$ cat src/rtl/ser_to_par_pkg.sv
// Shared constants and helpers for the ser_to_par deserializer.
// Optional parity is enabled by defining the macro SER_TO_PAR_PARITY_EN.
package ser_to_par_pkg;

`ifdef SER_TO_PAR_PARITY_EN
   localparam int PARITY_BITS = 1;
`else
   localparam int PARITY_BITS = 0;
`endif

   function automatic int cnt_w(input int n);
      return $clog2(n + 1);
   endfunction

endpackage

$ cat src/rtl/ser_to_par_out_reg.sv
// One-word output holding register for ser_to_par: loads a finished word, holds it until consumed.
// With SER_TO_PAR_PARITY_EN defined it also carries the parity error flag alongside the word.
module ser_to_par_out_reg #(
   parameter int N = 8
) (
   input  logic         clk,
   input  logic         rstn,
   input  logic         load,
   input  logic [N-1:0] load_data,
`ifdef SER_TO_PAR_PARITY_EN
   input  logic         load_err,
   output logic         par_err,
`endif
   input  logic         par_ready,
   output logic [N-1:0] par_data,
   output logic         par_valid
);

   // A load never coincides with an occupied register because the top stalls the final bit.
   always_ff @(posedge clk or negedge rstn) begin
      if (!rstn) begin
         par_valid <= 1'b0;
         par_data  <= '0;
      end else if (load) begin
         par_valid <= 1'b1;
         par_data  <= load_data;
      end else if (par_ready) begin
         par_valid <= 1'b0;
      end
   end

`ifdef SER_TO_PAR_PARITY_EN
   always_ff @(posedge clk or negedge rstn) begin
      if (!rstn) begin
         par_err <= 1'b0;
      end else if (load) begin
         par_err <= load_err;
      end
   end
`endif

endmodule

$ cat src/rtl/ser_to_par.sv
// Serial-to-parallel deserializer: one bit per ser handshake, one N-bit word per par handshake.
// Define SER_TO_PAR_PARITY_EN to append an even-parity bit to every frame and report par_err.
module ser_to_par
   import ser_to_par_pkg::*;
#(
   parameter int N         = 8,
   parameter bit LSB_FIRST = 1'b1
) (
   input  logic         clk,
   input  logic         rstn,
   input  logic         ser_data,
   input  logic         ser_valid,
   output logic         ser_ready,
   output logic [N-1:0] par_data,
   output logic         par_valid,
   input  logic         par_ready
`ifdef SER_TO_PAR_PARITY_EN
  ,output logic         par_err
`endif
);

   localparam int F  = N + PARITY_BITS;
   localparam int CW = cnt_w(F);
   localparam logic [CW-1:0] LAST_IDX = CW'(F - 1);
   localparam logic [CW-1:0] DATA_LEN = CW'(N);

   logic [CW-1:0] count;
   logic [N-1:0]  shift_reg;
   logic [N-1:0]  shift_next;
   logic [N-1:0]  word;
   logic          take;
   logic          last_bit;
   logic          data_bit;
   logic          load;

   assign last_bit  = (count == LAST_IDX);
   assign data_bit  = (count < DATA_LEN);
   assign ser_ready = rstn && !(last_bit && par_valid);
   assign take      = ser_valid && ser_ready;
   assign load      = take && last_bit;

   // Shifting toward the far end means the first bit finishes where LSB_FIRST wants it.
   always_comb begin
      shift_next = shift_reg;
      if (LSB_FIRST) begin
         shift_next = {ser_data, shift_reg[N-1:1]};
      end else begin
         shift_next = {shift_reg[N-2:0], ser_data};
      end
   end

`ifdef SER_TO_PAR_PARITY_EN
   logic word_err;
   assign word     = shift_reg;
   assign word_err = (^shift_reg) ^ ser_data;
`else
   assign word = shift_next;
`endif

   always_ff @(posedge clk or negedge rstn) begin
      if (!rstn) begin
         count     <= '0;
         shift_reg <= '0;
      end else if (take) begin
         count <= last_bit ? '0 : count + 1'b1;
         if (data_bit) begin
            shift_reg <= shift_next;
         end
      end
   end

   ser_to_par_out_reg #(
      .N (N)
   ) u_out_reg (
      .clk       (clk),
      .rstn      (rstn),
      .load      (load),
      .load_data (word),
`ifdef SER_TO_PAR_PARITY_EN
      .load_err  (word_err),
      .par_err   (par_err),
`endif
      .par_ready (par_ready),
      .par_data  (par_data),
      .par_valid (par_valid)
   );

endmodule

$ cat config.mk
export PLATFORM = sky130hd
export DESIGN_NAME = ser_to_par
export DESIGN_NICKNAME = d
export VERILOG_FILES = /design/src/rtl/ser_to_par_pkg.sv /design/src/rtl/ser_to_par_out_reg.sv /design/src/rtl/ser_to_par.sv
export SDC_FILE = /design/constraint.sdc
export NUM_CORES = 1
export LEC_CHECK = 0
export ABC_AREA = 1
export CELL_PAD_IN_SITES_DETAIL_PLACEMENT = 0
export CELL_PAD_IN_SITES_GLOBAL_PLACEMENT = 1
export CORE_ASPECT_RATIO = 0.75
export CORE_UTILIZATION = 46
export CTS_CLUSTER_SIZE = 24
export DETAILED_ROUTE_END_ITERATION = 10
export DONT_BUFFER_PORTS = 1
export PLACE_DENSITY_LB_ADDON = 0.1
export SYNTH_ARGS = -nofsm -noshare
export SYNTH_HDL_FRONTEND = slang
export SYNTH_SLANG_ARGS = --single-unit
$ cat constraint.sdc
create_clock -name clk -period 3.4 [get_ports clk]
set_input_delay 0.68 -clock clk [delete_from_list [all_inputs] [get_ports clk]]
set_output_delay 0.68 -clock clk [all_outputs]
set_load 0.02 [all_outputs]
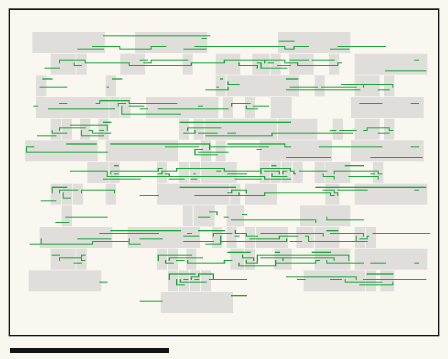
*Met1 routing, run 1*
Scale bar: 20 um.
longest straight run: 19.8 um
nets with wire on the layer: 98
main direction: horizontal
wire length on this layer: 784 um
share of all routed wire: 52%

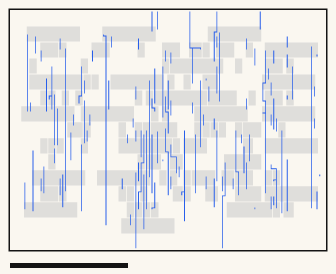
*Signal wires on met2, run 1*
Scale bar: 20 um.
share of all routed wire: 41%
longest straight run: 32.1 um
main direction: vertical
nets with wire on the layer: 71

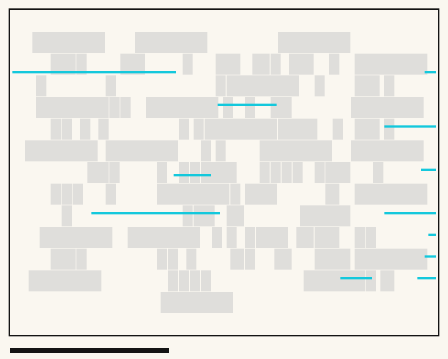
*The metal 3 layer, run 1*
Scale bar: 20 um.
longest straight run: 20.2 um
main direction: horizontal
share of all routed wire: 4.7%
wire length on this layer: 70.2 um
nets with wire on the layer: 9

-- run 1: metal layers --
metal	routed length, um	global-route usage	vias to the layer above
met5	0	0	-
met2	620	0.225	14
met1	784	0.232	259
met4	26	0.0789	0
li1	-	-	313
met3	70	0.0704	4
-- run 1: cell usage after synthesis --
library cell / instances
nand2_1: 41
inv_2: 1
nand2_2: 2
nand4_2: 1
nand3_1: 1
nand4_1: 2
nor2_1: 2
o21ai_2: 8
o21ai_0: 2
dfrtp_1: 20
buf_6: 1
nor2_4: 2
nand4_4: 1
ha_1: 1
inv_1: 11
xnor2_1: 1
nand3_4: 1
-- run 1: worst max-delay path: cells and delay by family (launching register included) --
kind	cells	cell delay [ns]
and+or+nand+nor	2	0.21
DFF	1	0.44
buffers and inverters	1	0.15
adders and majority gates	1	0.28
==> deck_impl_summary.md, run 1 <==
Run Summary

Cells and area
  – Top cells excl fill/tap: 41 x nand2_1, 20 x dfrtp_1, 11 x inv_1
  – Final Net Count: 108
  – Repair and plain buffers: 0
  – Layout Utilization: 0.541
  – Logic share of the area: 0.376
  – Fraction of area in non-clock buffers: 0
  – Max reg flops: 8
  – Most instantiated logic cell after routing: nand2_1
  – Filler instances: 164
  – Share of layout cells above drive strength 1: 0.198
  – Area of the multi-input gates: 367 um2
  – Flop count: 20
  – Clkbuf count: 4
  – # diodes: 0
  – Area grow syn2layout: 5.69%
  – FF/Latch Area: 500 um2
  – Inverters: 12
  – Final instance area: 976 um2
  – Clk tree area frac: 0.0372
  – Sequential share of cell area: 0.513
  – Comb_multi_in: 65
  – Non-filler cells, final: 123
  – Largest area class, layout: flip-flops and latches

Clock tree
  – Num Clock Sinks: 20
  – Clk buf depth: 2
  – CTS buffer count: 3
  – Post-cts hold buffer count: 0
  – Post-CTS Setup Repair Bufs: 0
  – Clk root buf: clkbuf_4
  – Clk slew on worst S/H paths: 0.11 ns
  – # H-tree levels: 1
  – CTS tree: yes
  – Number of gates resized after cts: 0
  – Clock Latency Late Sink: 0.30 ns

Placed design
  – PortBufs: 0
  – GPL Wtd Cong: 0.826
  – Hpwl dp: 1060 um
  – Dpl ws: 1.67 ns
  – Dpl cells: 119
  – Area of placed instances: 940 um2

STA
  – Final hold violations: 0
  – Total negative slack: 0 ns
  – Post-route clock period utilization: 0.610
  – # setup viols final: 0
  – Maximum clock frequency: 482 MHz
  – Hold Slack: 0.0548 ns
  – Relative slew margins: 0.784
  – Final Max Slew Viols: 0
  – RSZ-0062 raised after global routing: no
  – Post-layout minimum cycle time: 2.07 ns
  – Final Worst Setup Slack: 1.33 ns
  – Clock skew: 0.00392 ns
  – Worst slew pin tran: 0.323 ns

Setup path
  – Crit-path max FO: 5
  – Launch point of the worst path: count[0]
  – RR Startpoint: count[0]
  – Startpoint Class: flop
  – Crit-path cells: ha_1 > nand4_2 > nand2_1 > inv_1
  – CP endpoint: ser_ready
  – Max incr delay on CP: 0.44 ns
  – R2r setup slk: 1.87 ns
  – Crit Reg-Reg Endpoint: u_out_reg.par_data[4]
  – CP arrival: 1.39 ns
  – Critical path's slowest cell: dfrtp_1
  – Crit path kind: flop to output pin
  – Cells on worst reg2reg path: 6
  – Endpoint type of the worst setup path: output pin
  – CP required: 2.72 ns

Power
  – Power Dens Cells: 769 mW/mm2
  – Sequential Power Share: 0.595
  – Sequential cell power: 446 uW
  – Internal cell power: 463 uW
  – Static leakage: 0.000503 uW
  – Power Combinational: 168 uW
  – Pwr Total: 750 uW
  – Switching pwr: 288 uW
  – Sw Ratio: 0.383
  – Pwr top: sequential cells
  – IR drop worst, VDD: 0.454 mV
  – P_clk: 136 uW
  – Clock Power Share: 0.181
  – Power share of the combinational group: 0.224

Global routing
  – Grt ovf: 0
  – GR Util All Layers: 0.169
  – First-pass GRT wire length: 2460 um
  – Largest net degree at the start of global routing: 25
  – Initial antenna violation count: 0
  – Number of global-route vias before repair: 545

Synthesis
  – XOR Share, Synth: 0.00949
  – Synthesis warning total: 0
  – Yosys stat area: 923 um2
  – Leading area contributor after synthesis: dfrtp_1
  – Sequential share of the synthesized area: 0.542
  – Library cells used by synthesis: 17
  – Syn Nets: 104
  – # Cells Yosys: 98
  – Top logic family: simple AND/OR/NAND/NOR gates
  – Post-Syn Instances: 98
  – Synth flops: 20
  – Synth area leaders: dfrtp_1 54%, nand2_1 17%, o21ai_2 7.6%
  – Complex Gates by Area: 0.0867
  – Post-Syn Area: 923 um2
  – Adder Share, Synth: 0.0136
  – Simple Share, Synth: 0.287
  – Dominant cell area share: 0.542
  – Mux area share: 0
  – Syn avg cell area: 9.42 um2

Die
  – Die width: 53.7 um
  – Tap cells: 22
  – Cell row count: 13
  – Fp_density: 0.511
  – Die height: 40.8 um
  – Placeable Area: 0.00181 mm2
  – DIE AREA: 0.00219 mm2
  – I/O pin cnt: 15

Status
  – Status: completed

Routing
  – WL per Instance: 12.2 um
  – Final WL: 1500 um
  – Vias per cell: 4.80
  – # DRC: 0
  – Initial DRT Pass Iterations: 3
  – Vias: 590
  – DRT iter0 DRCs: 12
  – Final antenna-violating net count: 0

Flow run
  – Number of logged tool warnings: 26
  – Maxcap violations: 0

Hold path
  – Hold crit path type: input port to asynchronous set/reset pin
==> run 2, diff against run 1 <==
- CORE_UTILIZATION: 46 -> 45
- clock period: 3.4 -> 2.1 ns (I/O delays scaled with it)
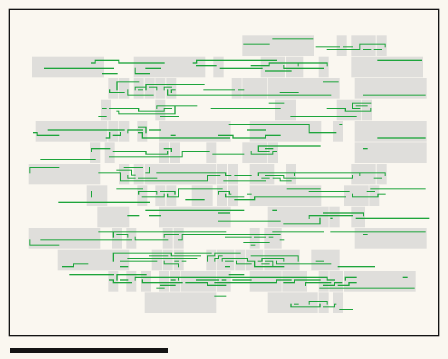
*Met1 routing, run 2*
Scale bar: 20 um.
wire length on this layer: 814 um
nets with wire on the layer: 100

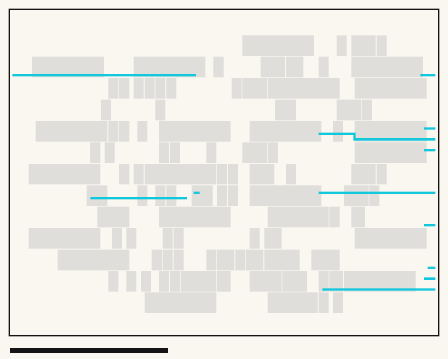
*The metal 3 layer, run 2*
Scale bar: 20 um.
nets with wire on the layer: 11
main direction: horizontal
longest straight run: 23.0 um
share of all routed wire: 5.9%
wire length on this layer: 85.8 um

==> deck_impl_summary.md, run 2 <==
Run Summary

Synthesis
  – Complex Gates by Area: 0.0867 (unchanged)
  – Syn avg cell area: 9.42 um2 (unchanged)
  – Synthesis warning total: 0 (unchanged)
  – Async SR Flop Fraction: 1.00 (unchanged)
  – Syn Nets: 104 (unchanged)
  – Number of enable flip-flop cells: 0 (unchanged)
  – Synth flops: 20 (unchanged)
  – Dominant cell area share: 0.542 (unchanged)
  – Adder Share, Synth: 0.0136 (unchanged)
  – Dominant flop cell: dfrtp_1 (unchanged)
  – Synth area leaders: dfrtp_1 54%, nand2_1 17%, o21ai_2 7.6% (unchanged)
  – Post-Syn Area: 923 um2 (unchanged)
  – XOR Share, Synth: 0.00949 (unchanged)
  – Sequential share of the synthesized area: 0.542 (unchanged)
  – # Cells Yosys: 98 (unchanged)
  – Leading area contributor after synthesis: dfrtp_1 (unchanged)
  – Post-Syn Instances: 98 (unchanged)
  – Count leader, synth: nand2_1 (unchanged)
  – Yosys stat area: 923 um2 (unchanged)
  – Top post-synthesis cells by count: 41 x nand2_1, 20 x dfrtp_1, 11 x inv_1 (unchanged)
  – Mux area share: 0 (unchanged)
  – Top logic family: simple AND/OR/NAND/NOR gates (unchanged)

Placed design
  – GPL Wtd Cong: 0.838 (was 0.826)
  – PortBufs: 0 (unchanged)
  – Hpwl dp: 1050 um (was 1060 um)
  – Area of placed instances: 940 um2 (unchanged)
  – Dpl cells: 119 (unchanged)

Status
  – Status: completed (unchanged)

Cells and area
  – Repair and plain buffers: 1 (was 0)
  – Clkbuf count: 3 (was 4)
  – Filler instances: 177 (was 164)
  – FF/Latch Area: 500 um2 (unchanged)
  – Area of the multi-input gates: 367 um2 (unchanged)
  – Share of layout cells above drive strength 1: 0.188 (was 0.198)
  – # diodes: 0 (unchanged)
  – Largest area class, layout: flip-flops and latches (unchanged)
  – Flop count: 20 (unchanged)
  – Layout Utilization: 0.534 (was 0.541)
  – Max reg flops: 8 (unchanged)
  – Fraction of area in non-clock buffers: 0.0103 (was 0)
  – Area grow syn2layout: 5.28% (was 5.69%)
  – Logic share of the area: 0.377 (was 0.376)
  – Sequential share of cell area: 0.515 (was 0.513)
  – Comb_multi_in: 65 (unchanged)
  – Top cells excl fill/tap: 41 x nand2_1, 20 x dfrtp_1, 11 x inv_1 (unchanged)
  – Inverters: 12 (unchanged)
  – Most instantiated logic cell after routing: nand2_1 (unchanged)
  – Clk tree area frac: 0.0232 (was 0.0372)
  – Non-filler cells, final: 123 (unchanged)

Global routing
  – GR Util All Layers: 0.164 (was 0.169)
  – Grt peak-use layer: met1 (unchanged)
  – Met1 usage: 0.236 (was 0.232)
  – First-pass GRT wire length: 2350 um (was 2460 um)
  – Grt ovf: 0 (unchanged)
  – GR Util met3: 0.0815 (was 0.0704)
  – Largest net degree at the start of global routing: 21 (was 25)
  – Number of global-route vias before repair: 500 (was 545)

Clock tree
  – # H-tree levels: 1 (unchanged)
  – Clock Latency Late Sink: 0.29 ns (was 0.30 ns)
  – Clk buf depth: 2 (unchanged)
  – CTS tree: yes (unchanged)
  – Clk root buf: clkbuf_4 (unchanged)
  – Number of gates resized after cts: 0 (unchanged)
  – CTS buffer count: 3 (unchanged)
  – Clk slew on worst S/H paths: 0.10 ns (was 0.11 ns)
  – Num Clock Sinks: 20 (unchanged)
  – Post-cts hold buffer count: 1 (was 0)

Die
  – Tap cells: 22 (unchanged)
  – Placeable Area: 0.00182 mm2 (was 0.00181 mm2)
  – Die height: 41.2 um (was 40.8 um)
  – Fp_density: 0.507 (was 0.511)
  – Die width: 54.3 um (was 53.7 um)
  – DIE AREA: 0.00224 mm2 (was 0.00219 mm2)
  – I/O pin cnt: 15 (unchanged)
  – Cell row count: 13 (unchanged)

Routing
  – Final antenna-violating net count: 0 (unchanged)
  – WL met2: 540 um (was 620 um)
  – Vias per cell: 4.77 (was 4.80)
  – Wl on met1: 813 um (was 784 um)
  – WL per Instance: 11.8 um (was 12.2 um)
  – Routed wl met3: 85 um (was 70 um)
  – Vias: 587 (was 590)
  – Top sig layer: met4 (unchanged)
  – Initial DRT Pass Iterations: 5 (was 3)
  – # DRC: 0 (unchanged)
  – DRT iter0 DRCs: 4 (was 12)
  – Final WL: 1460 um (was 1500 um)

Power
  – Sw Ratio: 0.395 (was 0.383)
  – Sequential Power Share: 0.618 (was 0.595)
  – Internal cell power: 710 uW (was 463 uW)
  – Pwr Total: 1170 uW (was 750 uW)
  – Switching pwr: 464 uW (was 288 uW)
  – IR drop worst, VDD: 0.571 mV (was 0.454 mV)
  – Clock Power Share: 0.145 (was 0.181)
  – Power share of the combinational group: 0.237 (was 0.224)
  – Power Dens Cells: 1210 mW/mm2 (was 769 mW/mm2)
  – Static leakage: 0.000500 uW (was 0.000503 uW)

STA
  – Worst slew pin tran: 0.918 ns (was 0.323 ns)
  – Total negative slack: 0 ns (unchanged)
  – Final Worst Setup Slack: 0.324 ns (was 1.33 ns)
  – # setup viols final: 0 (unchanged)
  – Final Max Slew Viols: 0 (unchanged)
  – Final hold violations: 0 (unchanged)
  – Maximum clock frequency: 563 MHz
  – RSZ-0062 raised after global routing: no (unchanged)
  – Relative slew margins: 0.386 (was 0.784)
  – Post-route clock period utilization: 0.846
  – Hold Slack: 0.214 ns (was 0.0548 ns)
  – Clock skew: 0.00692 ns (was 0.00392 ns)

Setup path
  – Top delay family on crit path: flip-flops (unchanged)
  – Endpoint type of the worst setup path: output pin (unchanged)
  – Max incr delay on CP: 0.43 ns (was 0.44 ns)
  – CP arrival: 1.36 ns (was 1.39 ns)
  – Critical path's slowest cell: dfrtp_1 (unchanged)
  – Crit path buf inv count: 1 (unchanged)
  – Crit path kind: flop to output pin (unchanged)
  – Crit-path cells: ha_1 > nand4_2 > nand2_1 > inv_1 (unchanged)
  – CP required: 1.68 ns (was 2.72 ns)
  – Crit-path max FO: 5 (unchanged)

Hold path
  – Hold crit path type: input port to flop (was input port to asynchronous set/reset pin)

Flow run
  – Maxcap violations: 0 (unchanged)
  – Number of logged tool warnings: 26 (unchanged)
## run 2: cell counts after synthesis
Identical to the previous run, type by type.
## run 2: power groups by stage
stage               Sequential, uW  Clock, uW  Combinational, uW
global placement               731          0                275
CTS                            725        182                284
detailed placement             733          0                273
floorplan                      701          0                241
finish                         725        170                279
global route                   753        188                334
## run 2: path summary, 6_finish.rpt
check	end	from	depth (start not counted)	slack (ns)
max in group asynchronous	u_out_reg.par_data[6]	rstn	1	0.84
worst max-delay path	ser_ready	count[0]	4	0.32
worst min-delay path	u_out_reg.par_valid	par_ready	1	0.21
min in group asynchronous	shift_reg[5]	rstn	1	0.70
worst max register to register	u_out_reg.par_data[4]	count[0]	6	0.60
worst min register to register	shift_reg[1]	shift_reg[1]	2	0.49
Power figures rest on the tool's default switching activity, not on a simulated workload.
